--- src/rtl/gfx_pkg.sv ---
// Shared graphics types and constants.
// Arbiter states, VRAM geometry, triangle records.
package gfx_pkg;

  typedef enum logic [1:0] {
    ST_IDLE,
    ST_START,
    ST_RENDER
  } arb_state_t;

  localparam int VRAM_SIZE      = 256;
  localparam int VRAM_ADDR_BITS = $clog2(VRAM_SIZE);
  localparam int DISPLAY_WIDTH  = 640;
  localparam int DISPLAY_HEIGHT = 480;

  typedef struct packed {
    logic [15:0] x0;
    logic [15:0] y0;
    logic [15:0] x1;
    logic [15:0] y1;
    logic [15:0] x2;
    logic [15:0] y2;
  } triangle_t;

  localparam int TRI_BITS = $bits(triangle_t);
  localparam int PAD_BITS = 128;

  typedef logic [PAD_BITS-1:0] padded_triangle_t;

  function automatic triangle_t unpad_tri(
    input padded_triangle_t p
  );
    return triangle_t'(p[TRI_BITS-1:0]);
  endfunction

endpackage

--- src/rtl/vram_write_arbiter_if.sv ---
// Producer-side write request bundle.
// Requester i owns slice i of addr/data.
interface vram_write_arbiter_if #(
  parameter int NUM_REQ   = 3,
  parameter int ADDR_BITS = 8,
  parameter int DATA_BITS = 96
);

  logic [NUM_REQ-1:0]           valid;
  logic [NUM_REQ*ADDR_BITS-1:0] addr;
  logic [NUM_REQ*DATA_BITS-1:0] data;
  logic [NUM_REQ-1:0]           ready;

  modport master (
    output valid,
    output addr,
    output data,
    input  ready
  );

  modport slave (
    input  valid,
    input  addr,
    input  data,
    output ready
  );

endinterface

--- src/rtl/vram_write_arbiter_rr_grant.sv ---
// Combinational round-robin picker.
// First set req bit searching circularly from ptr.
module rr_grant #(
  parameter int N  = 3,
  parameter int PW = (N > 1) ? $clog2(N) : 1
) (
  input  logic [N-1:0]  req,
  input  logic [PW-1:0] ptr,
  output logic [N-1:0]  gnt,
  output logic [PW-1:0] idx
);

  logic found;
  int   k;

  always_comb begin
    gnt   = '0;
    idx   = '0;
    found = 1'b0;
    k     = 0;
    for (int o = 0; o < N; o++) begin
      k = (int'(ptr) + o) % N;
      if (!found && req[k]) begin
        found  = 1'b1;
        gnt[k] = 1'b1;
        idx    = PW'(k);
      end
    end
  end

endmodule

--- src/rtl/vram_write_arbiter.sv ---
// VRAM write port owner: round-robin writes,
// gated off while a frame renders.
module vram_write_arbiter
  import gfx_pkg::*;
#(
  parameter int NUM_REQ        = 3,
  parameter int ADDR_BITS      = 8,
  parameter int DATA_BITS      = 96,
  parameter int TIMEOUT_CYCLES = 1048576,
  parameter int CNT_BITS       = 8
) (
  input  logic                 clk,
  input  logic                 rst_n,
  vram_write_arbiter_if.slave  req,
  input  logic                 frame_req,
  output logic                 frame_start,
  input  logic                 frame_done,
  output logic                 render_busy,
  output logic                 vram_wr_en,
  output logic [ADDR_BITS-1:0] vram_wr_addr,
  output logic [DATA_BITS-1:0] vram_wr_data,
  output logic [CNT_BITS-1:0]  dropped_frames,
  output logic                 render_timeout
);

  localparam int PW =
    (NUM_REQ > 1) ? $clog2(NUM_REQ) : 1;
  localparam int TW =
    (TIMEOUT_CYCLES > 1) ? $clog2(TIMEOUT_CYCLES) : 1;
  localparam logic [TW-1:0] T_LAST =
    TW'(TIMEOUT_CYCLES - 1);
  localparam logic [PW-1:0] P_LAST =
    PW'(NUM_REQ - 1);

  arb_state_t         state;
  logic [PW-1:0]      rr_ptr;
  logic [PW-1:0]      gnt_idx;
  logic [NUM_REQ-1:0] gnt;
  logic               frame_pending;
  logic [TW-1:0]      timer;
  logic               grant_ok;
  logic               accept;
  logic               drop;

  rr_grant #(
    .N  (NUM_REQ),
    .PW (PW)
  ) u_rr (
    .req (req.valid),
    .ptr (rr_ptr),
    .gnt (gnt),
    .idx (gnt_idx)
  );

  assign grant_ok  = (state == ST_IDLE) && !frame_pending;
  assign req.ready = grant_ok ? gnt : '0;
  assign accept    = |(req.valid & req.ready);

  // A request landing in START queues the next frame, never a drop.
  assign drop = frame_req && frame_pending
             && (state != ST_START)
             && (dropped_frames != '1);

  always_ff @(posedge clk or negedge rst_n) begin
    if (!rst_n) begin
      state          <= ST_IDLE;
      rr_ptr         <= '0;
      frame_pending  <= 1'b0;
      timer          <= '0;
      frame_start    <= 1'b0;
      render_busy    <= 1'b0;
      vram_wr_en     <= 1'b0;
      vram_wr_addr   <= '0;
      vram_wr_data   <= '0;
      dropped_frames <= '0;
      render_timeout <= 1'b0;
    end else begin
      vram_wr_en  <= accept;
      frame_start <= 1'b0;
      if (accept) begin
        vram_wr_addr <=
          req.addr[gnt_idx*ADDR_BITS +: ADDR_BITS];
        vram_wr_data <=
          req.data[gnt_idx*DATA_BITS +: DATA_BITS];
      end
      if (drop) begin
        dropped_frames <= dropped_frames + 1'b1;
      end
      unique case (state)
        ST_IDLE: begin
          frame_pending <= frame_pending | frame_req;
          if (frame_pending) begin
            state       <= ST_START;
            frame_start <= 1'b1;
          end else if (accept) begin
            rr_ptr <= (gnt_idx == P_LAST)
                    ? '0 : gnt_idx + 1'b1;
          end
        end
        ST_START: begin
          frame_pending <= frame_req;
          timer         <= '0;
          state         <= ST_RENDER;
          render_busy   <= 1'b1;
        end
        ST_RENDER: begin
          frame_pending <= frame_pending | frame_req;
          timer         <= timer + 1'b1;
          if (frame_done) begin
            state       <= ST_IDLE;
            render_busy <= 1'b0;
          end else if (timer == T_LAST) begin
            state          <= ST_IDLE;
            render_busy    <= 1'b0;
            render_timeout <= 1'b1;
          end
        end
        default: begin
          state       <= ST_IDLE;
          render_busy <= 1'b0;
        end
      endcase
    end
  end

endmodule

--- src/flat_wrapper.sv ---
// flat-port wrapper written by rule: the top's interface ports become plain ports
module vram_write_arbiter_flat import gfx_pkg::*;
#(
  parameter int NUM_REQ        = 3,
  parameter int ADDR_BITS      = 8,
  parameter int DATA_BITS      = 96,
  parameter int TIMEOUT_CYCLES = 1048576,
  parameter int CNT_BITS       = 8
)
  (clk, rst_n, frame_req, frame_start, frame_done, render_busy, vram_wr_en, vram_wr_addr, vram_wr_data, dropped_frames, render_timeout, req_valid, req_addr, req_data, req_ready);
  vram_write_arbiter_if #(.NUM_REQ(NUM_REQ), .ADDR_BITS(ADDR_BITS), .DATA_BITS(DATA_BITS)) req_i ();
  input  logic clk;
  input  logic rst_n;
  input  logic frame_req;
  output logic frame_start;
  input  logic frame_done;
  output logic render_busy;
  output logic vram_wr_en;
  output logic [ADDR_BITS-1:0] vram_wr_addr;
  output logic [DATA_BITS-1:0] vram_wr_data;
  output logic [CNT_BITS-1:0] dropped_frames;
  output logic render_timeout;
  input wire logic [$bits(req_i.valid)-1:0] req_valid;
  input wire logic [$bits(req_i.addr)-1:0] req_addr;
  input wire logic [$bits(req_i.data)-1:0] req_data;
  output wire logic [$bits(req_i.ready)-1:0] req_ready;
  assign req_i.valid = req_valid;
  assign req_i.addr = req_addr;
  assign req_i.data = req_data;
  assign req_ready = req_i.ready;
  vram_write_arbiter #(.NUM_REQ(NUM_REQ), .ADDR_BITS(ADDR_BITS), .DATA_BITS(DATA_BITS), .TIMEOUT_CYCLES(TIMEOUT_CYCLES), .CNT_BITS(CNT_BITS)) u_core (.clk(clk), .rst_n(rst_n), .req(req_i), .frame_req(frame_req), .frame_start(frame_start), .frame_done(frame_done), .render_busy(render_busy), .vram_wr_en(vram_wr_en), .vram_wr_addr(vram_wr_addr), .vram_wr_data(vram_wr_data), .dropped_frames(dropped_frames), .render_timeout(render_timeout));
endmodule
--- config.mk ---
export PLATFORM = sky130hd
export DESIGN_NAME = vram_write_arbiter_flat
export DESIGN_NICKNAME = d
export VERILOG_FILES = /design/src/rtl/gfx_pkg.sv /design/src/rtl/vram_write_arbiter_if.sv /design/src/rtl/vram_write_arbiter_rr_grant.sv /design/src/rtl/vram_write_arbiter.sv /design/src/flat_wrapper.sv
export SDC_FILE = /design/constraint.sdc
export NUM_CORES = 1
export LEC_CHECK = 0
export CORE_AREA = 2 2 170 172
export DETAILED_ROUTE_END_ITERATION = 8
export DIE_AREA = 0 0 172 174
export SYNTH_ARGS = -nofsm -noshare
export SYNTH_HDL_FRONTEND = slang
export SYNTH_SLANG_ARGS = --single-unit
--- constraint.sdc ---
create_clock -name clk -period 2.7 [get_ports clk]
set_input_delay 0.54 -clock clk [delete_from_list [all_inputs] [get_ports clk]]
set_output_delay 0.54 -clock clk [all_outputs]
set_load 0.05 [all_outputs]
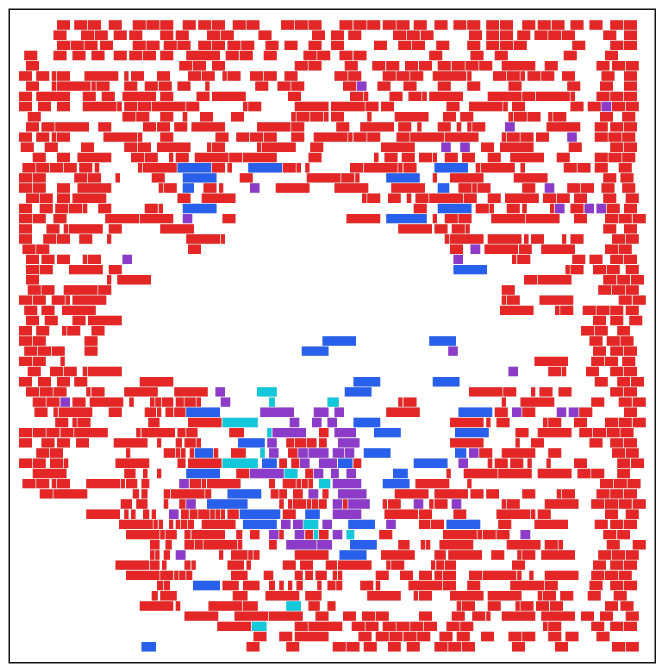
Figure 1: run 1, cell sizes after repair.
drive 3 to 4: marked purple, cells 68, most used buf_4. drive 6 and up: marked blue, cells 43, most used clkbuf_16. drive 2: marked cyan, cells 14. drive 1 or less: marked red, cells 1042, most used clkdlybuf4s50_1.
Plain + repair buffers: 499
Final WS setup: -0.04035 ns
P&R area growth vs syn: 81.35%
post-route cell area: 0.01345 mm²

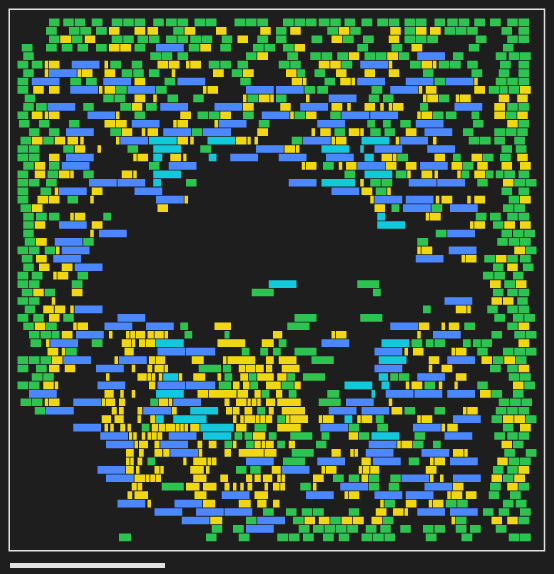
Figure 2: run 1, placement by cell class.
Scale bar: 50 µm.
clock drivers and dummy loads: marked cyan, cells 32. all other logic: marked yellow, cells 495. other buffers and delay cells: marked green, cells 499. flip-flops: marked blue, cells 141.
Core Util, Final: 47.62%
row count: 62
CORE AREA: 0.02824 mm²

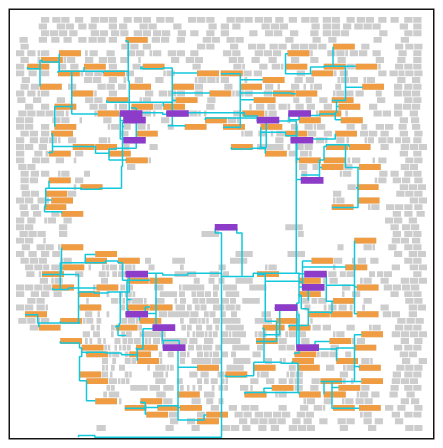
Figure 3: run 1, clock distribution.
clock wires: marked cyan, length 2140 µm. cells driving clock nets: marked purple, count 17. flip-flops: marked orange, count 141.
Position of the flops: all over the die. There are 18 routed clock nets.
clk_skew: 0.009763 ns
Worst-Skew Late Latency: 0.42 ns
P_clk: 2460 µW
Clk network pwr share: 14.2%

==> GITHUB_STEP_SUMMARY, run 1 <==
### Yosys + OpenROAD results

| Metric | Value |
|---|---|
| Status | finished with violations |
| Failing checks | setup timing |
| Yosys adder share | 1.856% |
| Max-area cell share | 47.59% |
| Max-cap viol count | 0 |
| Yosys xor share | 2.362% |
| NonClk Buf Share | 37.34% |
| R2R cell count | 11 |
| IO Port Bufs | 437 |
| GRT Total Usage | 18.65% |
| Vias in the first global route | 7427 |
| And+or+nand+nor area frac | 6.277% |
| Post-placement cell count | 1511 |
| Vias per cell | 4.786 |
| Clock buffers | 20 |
| Most numerous logic cell after layout | clkdlybuf4s50_1 |
| CTS max path bufs | 2 |
| Sequential power share | 21.1% |
| Power Dens Cells | 1290 mW/mm² |
| Die Width | 172 µm |
| Final net count | 1484 |
| Detailed Routing Iterations Pass 1 | 7 |
| Top pwr grp | combinational logic |
| Clk tree area frac | 4.522% |
| Mi-comb count | 378 |
| Leak | 0.005517 µW |
| Crit path launch | req_valid[0] |
| Most instantiated cells after synthesis | dfrtp_1, inv_1, mux2i_1 |
| Final WS setup | -0.04035 ns |
| Inverters, non-clock | 117 |
| Comb pwr share | 64.8% |
| Initial DRC Count | 683 |
| CTS Buf Count | 17 |
| GRT Residual Overflow | 0 |
| Top non-seq family | AND-OR/OR-AND gates |
| ANT nets after route | 0 |
| Flop share of the area | 26.26% |
| Post-DP HPWL | 21.95 mm |
| Tmin final | 2.740 ns |
| WP data arrival | 2.20 ns |
| # setup viols final | 3 |
| Highest clock rate | 364.9 MHz |
| R2R Path Start | u_core.rr_ptr[0]$_DFFE_PN0P_ |
| Compound Share, Synth | 16.96% |
| M2 GR Usage | 31.66% |
| RSZ-0062 raised after global routing | yes |
| Critical path's largest stage delay | 0.46 ns |
| Ys flops | 141 |
| Clk slew on worst S/H paths | 0.06 ns |
| Filler Cell Count | 2647 |
| Setup crit end | req_ready[1] |
| Startpoint types | input port |
| Post-CTS setup buffers | 7 |
| Fp_density | 26.26% |
| Mean Syn Cell Area | 10.81 µm² |
| Met2 wire len | 14.19 mm |
| Top Metal Used | met4 |
| Net Sw Frac | 48.00% |
| DP Worst Slack | -0.3195 ns |
| Final GP Congestion | 0.8190 |
| CP max-delay cell | clkdlybuf4s50_1 |
| CP Depth | 8 |
| Largest register FFs | 96 |
| Synth top area cells | dfrtp_1, mux2i_1, a222oi_1 |
| Met1 Wirelength | 11.97 mm |
| Slew @ Worst Pin | 0.6319 ns |
| Die extent in y | 174 µm |
| P_comb | 11200 µW |
| Post-route total power | 17340 µW |
| Net Sw Power | 8325 µW |
| Crit. End Element | primary output |
| Met3 GRT Util | 3.893% |
| Final hold slack | 0.03196 ns |
| Post-synthesis mux area share | 15.64% |
| CTS tree | built |
| Post-Syn Instances | 686 |
| Die area | 0.02993 mm² |
==> inputs of run 2 (changes only) <==
TNS_END_PERCENT = 10   (was not set)
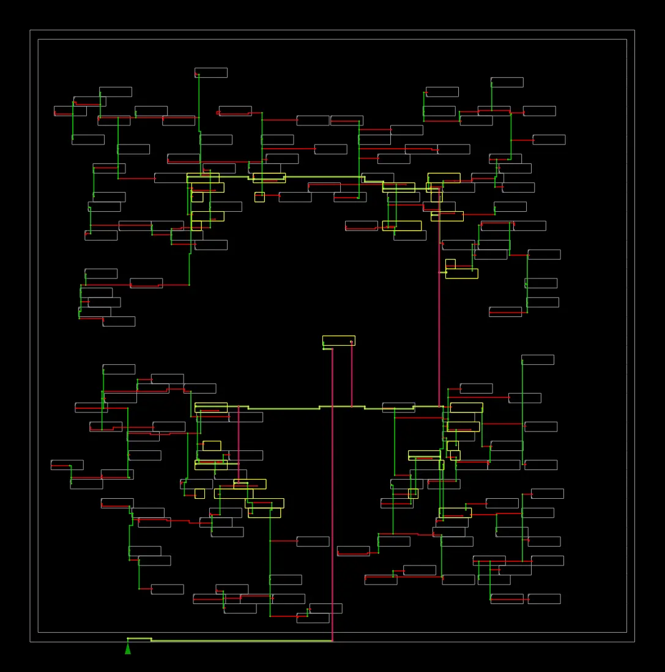
Figure 4: run 2, the clock network.
clk sinks: 141
clock buffers: 20

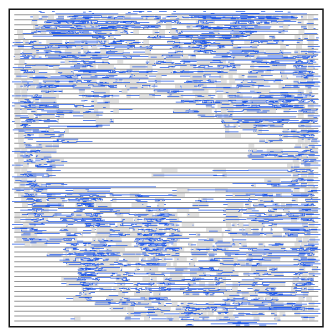
Figure 5: run 2, the metal 1 layer.
Supply wires on this layer in grey.
The longest straight run is 77.7 µm. The wires run mostly horizontal. The layer carries 12100 µm of wire.
vias: 7404
met1 global-route usage: 23.59%
Total Wirelength: 29.07 mm

==> GITHUB_STEP_SUMMARY, run 2 <==
### Yosys + OpenROAD results

| Metric | Value |
|---|---|
| Ys flops | 141 (unchanged) |
| Post-CTS setup buffers | 7 (unchanged) |
| Status | finished with violations (unchanged) |
| Vias in the first global route | 7417 (was 7427) |
| M2 GR Usage | 31.61% (was 31.66%) |
| Tmin final | 2.737 ns (was 2.740 ns) |
| Flop share of the area | 26.31% (was 26.26%) |
| Detailed Routing Iterations Pass 1 | 9 (was 7) |
| Top Metal Used | met4 (unchanged) |
| Row count | 62 (unchanged) |
| GRT Residual Overflow | 0 (unchanged) |
| RSZ-0062 raised after global routing | yes (unchanged) |
| WP data arrival | 2.20 ns (about the same) |
| Post-Syn Instances | 686 (unchanged) |
| # setup viols final | 1 (was 3) |
| Highest clock rate | 365.4 MHz (was 364.9 MHz) |
| CTS max path bufs | 2 (unchanged) |
| Mi-comb count | 378 (unchanged) |
| Post-synthesis mux area share | 15.64% (unchanged) |
| Clk slew on worst S/H paths | 0.06 ns (about the same) |
| Largest register FFs | 96 (unchanged) |
| CTS Buf Count | 17 (unchanged) |
| P_clk | 2450 µW (was 2460 µW) |
| Clk tree area frac | 4.531% (was 4.522%) |
| Top non-seq family | AND-OR/OR-AND gates (unchanged) |
| Yosys xor share | 2.362% (unchanged) |
| Most instantiated cells after synthesis | dfrtp_1, inv_1, mux2i_1 (unchanged) |
| Compound Share, Synth | 16.96% (unchanged) |
| Top pwr grp | combinational logic (unchanged) |
| Power Dens Cells | 1289 mW/mm² (was 1290 mW/mm²) |
| Leak | 0.005518 µW (was 0.005517 µW) |
| NonClk Buf Share | 37.28% (was 37.34%) |
| R2R cell count | 11 (unchanged) |
| R2R Path Start | u_core.rr_ptr[0]$_DFFE_PN0P_ (unchanged) |
| Die Width | 172 µm (unchanged) |
| Post-route total power | 17300 µW (was 17340 µW) |
| Met2 wire len | 14.17 mm (was 14.19 mm) |
| Filler Cell Count | 2652 (was 2647) |
| Slew @ Worst Pin | 0.6248 ns (was 0.6319 ns) |
| CP Depth | 7 (was 8) |
| Met3 GRT Util | 3.893% (unchanged) |
| Post-DP HPWL | 21.95 mm (unchanged) |
| IO Port Bufs | 437 (unchanged) |
| P_comb | 11200 µW (about the same) |
| Met1 Wirelength | 12.06 mm (was 11.97 mm) |
| Setup crit end | req_ready[0] (was req_ready[1]) |
| Initial DRC Count | 685 (was 683) |
| Failing checks | setup timing (unchanged) |
| Vias per cell | 4.777 (was 4.786) |
| Inverters, non-clock | 117 (unchanged) |
| GRT Total Usage | 18.64% (was 18.65%) |
| Net Sw Frac | 48.04% (was 48.00%) |
| Clk_skew | 0.01021 ns (was 0.009763 ns) |
| Core Util, Final | 47.53% (was 47.62%) |
| Max-area cell share | 47.59% (unchanged) |
| Sequential power share | 21.1% (about the same) |
| Fp_density | 26.26% (unchanged) |
| And+or+nand+nor area frac | 6.277% (unchanged) |
| Crit path launch | u_core.rr_ptr[0]$_DFFE_PN0P_ (was req_valid[0]) |
| Critical path's largest stage delay | 0.44 ns (was 0.46 ns) |
| DP Worst Slack | -0.3195 ns (unchanged) |
| Final WS setup | -0.03663 ns (was -0.04035 ns) |
| Synth top area cells | dfrtp_1, mux2i_1, a222oi_1 (unchanged) |
| Crit. End Element | primary output (unchanged) |
| Startpoint types | flop (was input port) |
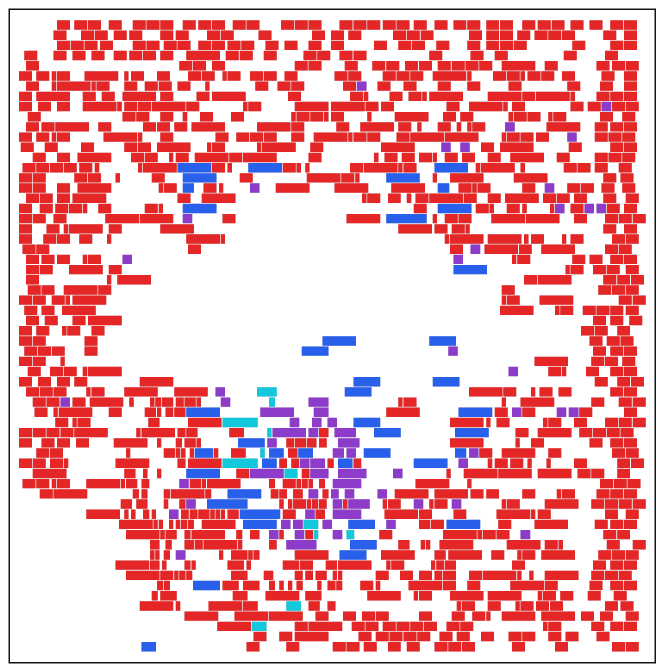
Figure 6: run 2, cell sizes after repair.
drive 3 to 4: marked purple, cells 68, most used buf_4. drive 2: marked cyan, cells 12. drive 6 and up: marked blue, cells 42, most used clkbuf_16. drive 1 or less: marked red, cells 1044, most used clkdlybuf4s50_1.
Plain + repair buffers: 498
P&R area growth vs syn: 81.02%
post-route cell area: 0.01342 mm²
Final WS setup: -0.03663 ns

==> inputs of run 3 (changes only) <==
CAP_MARGIN = 20   (was not set)
SLEW_MARGIN = 20   (was not set)
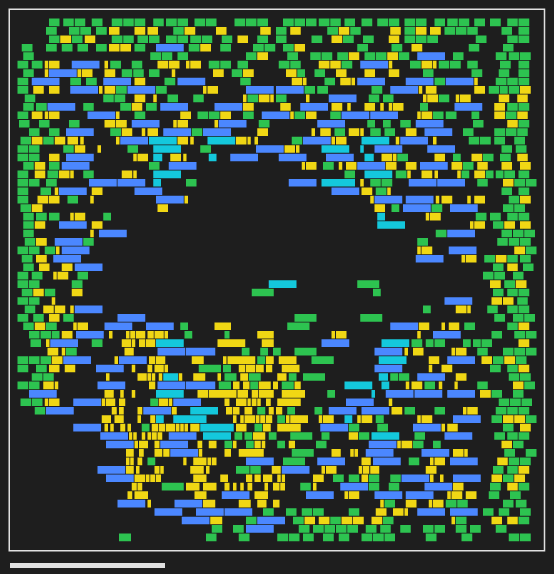
Figure 7: run 3, placement by cell class.
Scale bar: 50 µm.
all other logic: marked yellow, cells 495. flip-flops: marked blue, cells 141. other buffers and delay cells: marked green, cells 498. clock drivers and dummy loads: marked cyan, cells 32.
Core Util, Final: 47.53%
flop share of the area: 26.31%

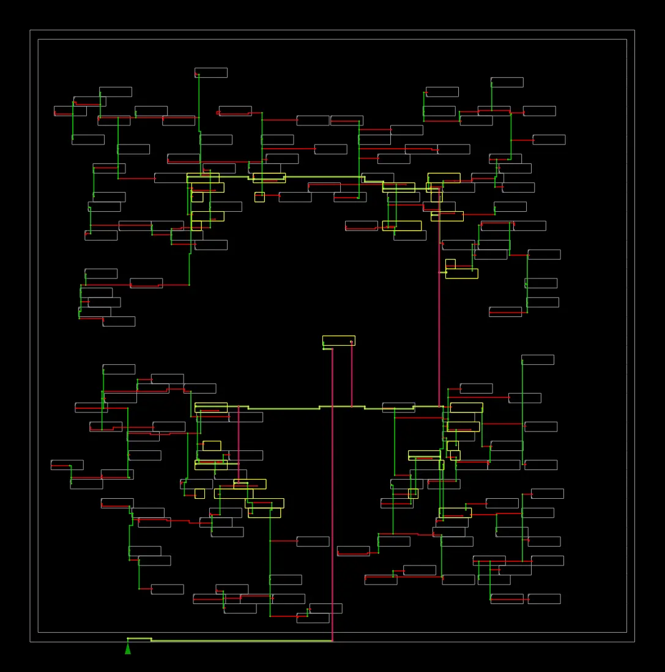
Figure 8: run 3, the clock network.
Flop Count: 141
CTS Buf Count: 17
clk_skew: 0.01021 ns
P_clk: 2450 µW

==> GITHUB_STEP_SUMMARY, run 3 <==
### Yosys + OpenROAD results

| Metric | Value |
|---|---|
| Status | finished with violations (unchanged) |
| Failing checks | setup timing (unchanged) |
| Final hold slack | 0.03277 ns (unchanged) |
| Vias in the first global route | 7417 (unchanged) |
| P&R area growth vs syn | 81.02% (unchanged) |
| CP Depth | 7 (unchanged) |
| ANT nets after route | 0 (unchanged) |
| Worst-Skew Late Latency | 0.42 ns (about the same) |
| Vias per cell | 4.777 (unchanged) |
| GRT Residual Overflow | 0 (unchanged) |
| Crit. End Element | primary output (unchanged) |
| GRT Total Usage | 18.64% (unchanged) |
| Yosys adder share | 1.856% (unchanged) |
| Post-Syn Instances | 686 (unchanged) |
| Highest clock rate | 365.4 MHz (unchanged) |
| Mi-comb count | 378 (unchanged) |
| And+or+nand+nor area frac | 6.277% (unchanged) |
| Die area | 0.02993 mm² (unchanged) |
| Inverters, non-clock | 117 (unchanged) |
| NonClk Buf Share | 37.28% (unchanged) |
| WP data arrival | 2.20 ns (about the same) |
| Clk sinks | 141 (unchanged) |
| CORE AREA | 0.02824 mm² (unchanged) |
| Final net count | 1483 (unchanged) |
| Clk network pwr share | 14.2% (about the same) |
| Post-placement cell count | 1511 (unchanged) |
| Clock buffers | 20 (unchanged) |
| Initial DRC Count | 685 (unchanged) |
| CP max-delay cell | dfrtp_2 (unchanged) |
| Total Wirelength | 29.07 mm (unchanged) |
| Top pwr grp | combinational logic (unchanged) |
| R2R Path Start | u_core.rr_ptr[0]$_DFFE_PN0P_ (unchanged) |
| Comb pwr share | 64.7% (about the same) |
| Power Dens Cells | 1289 mW/mm² (unchanged) |
| Synth top area cells | dfrtp_1, mux2i_1, a222oi_1 (unchanged) |
| P_comb | 11200 µW (about the same) |
| Detailed Routing Iterations Pass 1 | 9 (unchanged) |
| Row count | 62 (unchanged) |
| Leak | 0.005518 µW (unchanged) |
| Post-route total power | 17300 µW (unchanged) |
| Final WS setup | -0.03663 ns (unchanged) |
| Max-cap viol count | 0 (unchanged) |
| Clk tree area frac | 4.531% (unchanged) |
| Max-area cell share | 47.59% (unchanged) |
| RSZ-0062 raised after global routing | yes (unchanged) |
| # setup viols final | 1 (unchanged) |
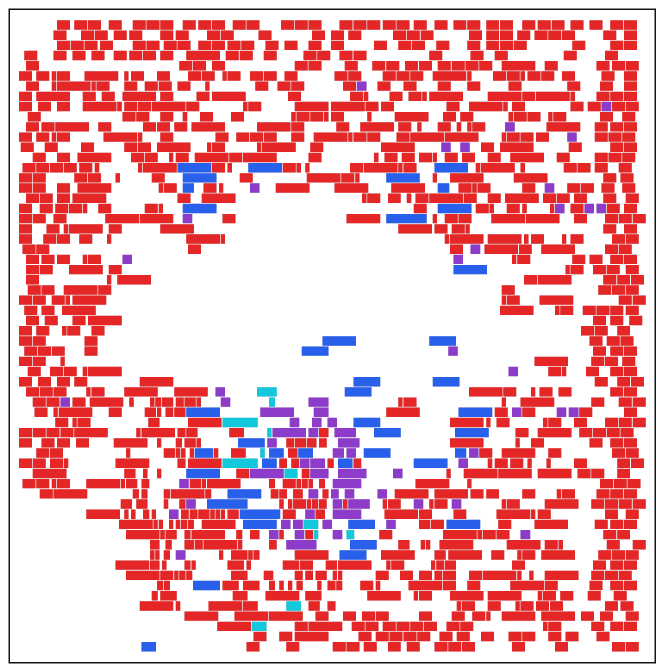
Figure 9: run 3, cell sizes after repair.
drive 2: marked cyan, cells 12. drive 1 or less: marked red, cells 1044, most used clkdlybuf4s50_1. drive 3 to 4: marked purple, cells 68, most used buf_4. drive 6 and up: marked blue, cells 42, most used clkbuf_16.

Power and IR drop assume default switching activity.
